Fig. 1: cells coloured by class
(1 px per um)
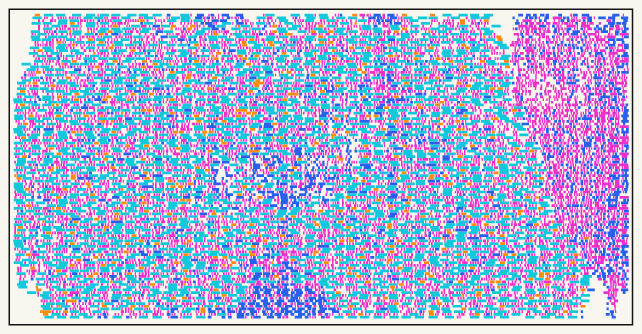
Fig. 2: metal layers overlaid
(1 px per um)
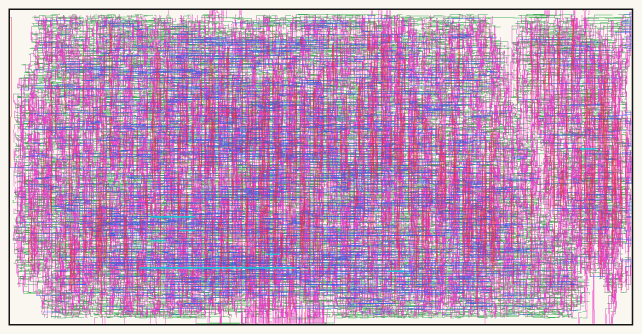
Design mips_ex_mem_unit, sky130hd; sources not shown.
==> run_results.csv <==
group,metric,value,unit
worst_setup_path,r2r_slack,1.79,ns
synth,ys_types,44,
drt,wl_met2,191000,um
placement,hpwlAfterDp,273400,um
clock_network,cts_tree,"done",
worst_setup_path,path_class,"flop to output pin",
synth,ys.flop_type,"dfrtp_1",
placement,globalplace.congestion,0.9379,
synth,ys_ff,2048,
outcome,status,"finished, violations left",
outcome,violations,"max-capacitance violations, max-slew violations, negative setup slack",
global_routing,grt.busiest_layer,"met2",
sta,worstMarginPinSlew,2.380,ns
worst_setup_path,worstPathCellList,"inv_2 > o21ai_1 > a221oi_2 > nand4_1 > nand2_2 > nand2_2 > nor2_2 > buf_6 > nand2_4 > nand2_2 > o21ai_2 > buf_12",
sta,layout_setup_ws,-0.4897,ns
sta,fin_skew,0,ns
finish,regArea,51250,um2
synth,ys_area,92920,um2
sta,rsz0062_at_grt,"true",
placement,portBuffers,247,
job,maxCapViolCount,2,
worst_setup_path,cpPeakStageDelay,0.41,ns
sta,finalMaxSlewViolations,61,
sta,setup_viol,557,
Notes on Fig. 1 above:
- orange: clock drivers and dummy loads (cells 527; share of their area 5.2%)
- cyan: flops (cells 2048; share of their area 44%)
- blue: other buffers and delay cells (cells 1503; share of their area 14%)
- magenta: combinational and other logic (cells 8239; share of their area 37%)
Final Instance Area: 119800 um2
row count: 112
fraction of area in registers: 42.79%

Notes on Fig. 2 above:
- magenta: metal 2 (wire length 191 mm)
- cyan: metal 5 (wire length 268 um)
- green: metal 1 (wire length 164 mm)
- red: metal 4 (wire length 26.6 mm)
- blue: metal 3 (wire length 51.4 mm)
Routed WL: 433300 um
gr usage total: 42.48%
per-cell routed wire length: 29.18 um

-- metrics by stage --
stage               cell area (um2)  TNS [ns]  util [%]  hold slack [ns]  power, mW
finish                       119800    -71.57     63.88           0.1792      63.02
global route                 119700   -153.18     63.86           0.2050      64.76
CTS                          117600    -25.01     62.74           0.1274      62.16
detailed placement           107900    -94.96     57.57           0.2573      36.71
global placement             107900    -84.66     57.56           0.2700      36.59
floorplan                     92970   -0.2060         -         -0.01559      32.72
-- cells by family after synthesis --
| kind of cell | Yosys count | share of synthesized area, % |
|---|---|---|
| AND/OR/NAND/NOR | 4754 | 20.21 |
| XOR/XNOR | 8 | 0.07541 |
| flip-flops | 2048 | 55.15 |
| buffers and inverters | 1375 | 5.650 |
| adder cells (fa/ha/maj) | 102 | 1.390 |
| AND-OR/OR-AND | 2868 | 17.53 |
-- area by class of cell --
class	count	area share, %
antenna	21	0.04388
clock buffer	388	4.459
clock inverter	139	0.6289
timing repair buffer	1503	13.33
multi-input combinational	7733	34.42
sequential	2048	42.79
tap	2508	2.620
timing repair inverter	2	0.01463
inverter	504	1.693
-- timing repair --
| action | CTS | global route |
|---|---|---|
| setup endpoints to repair | 97 | 97 |
| hold endpoints to repair | 1342 | 0 |
| pin swaps | 191 | 370 |
| resized | 863 | 813 |
| gates cloned | 13 | 6 |
| hold buffers | 3 | 0 |
| buffers inserted | 55 | 102 |
-- worst max-delay path, delay by kind of cell, from the launching register on --
kind                   cells  cell delay (ns)
and+or+nand+nor            6             0.81
buffers and inverters      3             0.43
DFF                        1             0.41
AOI/OAI and AO/OA          3             0.38
-- power breakdown --
part	switching, mW	internal [mW]	leakage [nW]
Sequential	0.152	29.8	28.6
Combinational	4.82	2.69	24.6
Clock	12.6	13.0	3.51
Power and IR drop assume default switching activity.
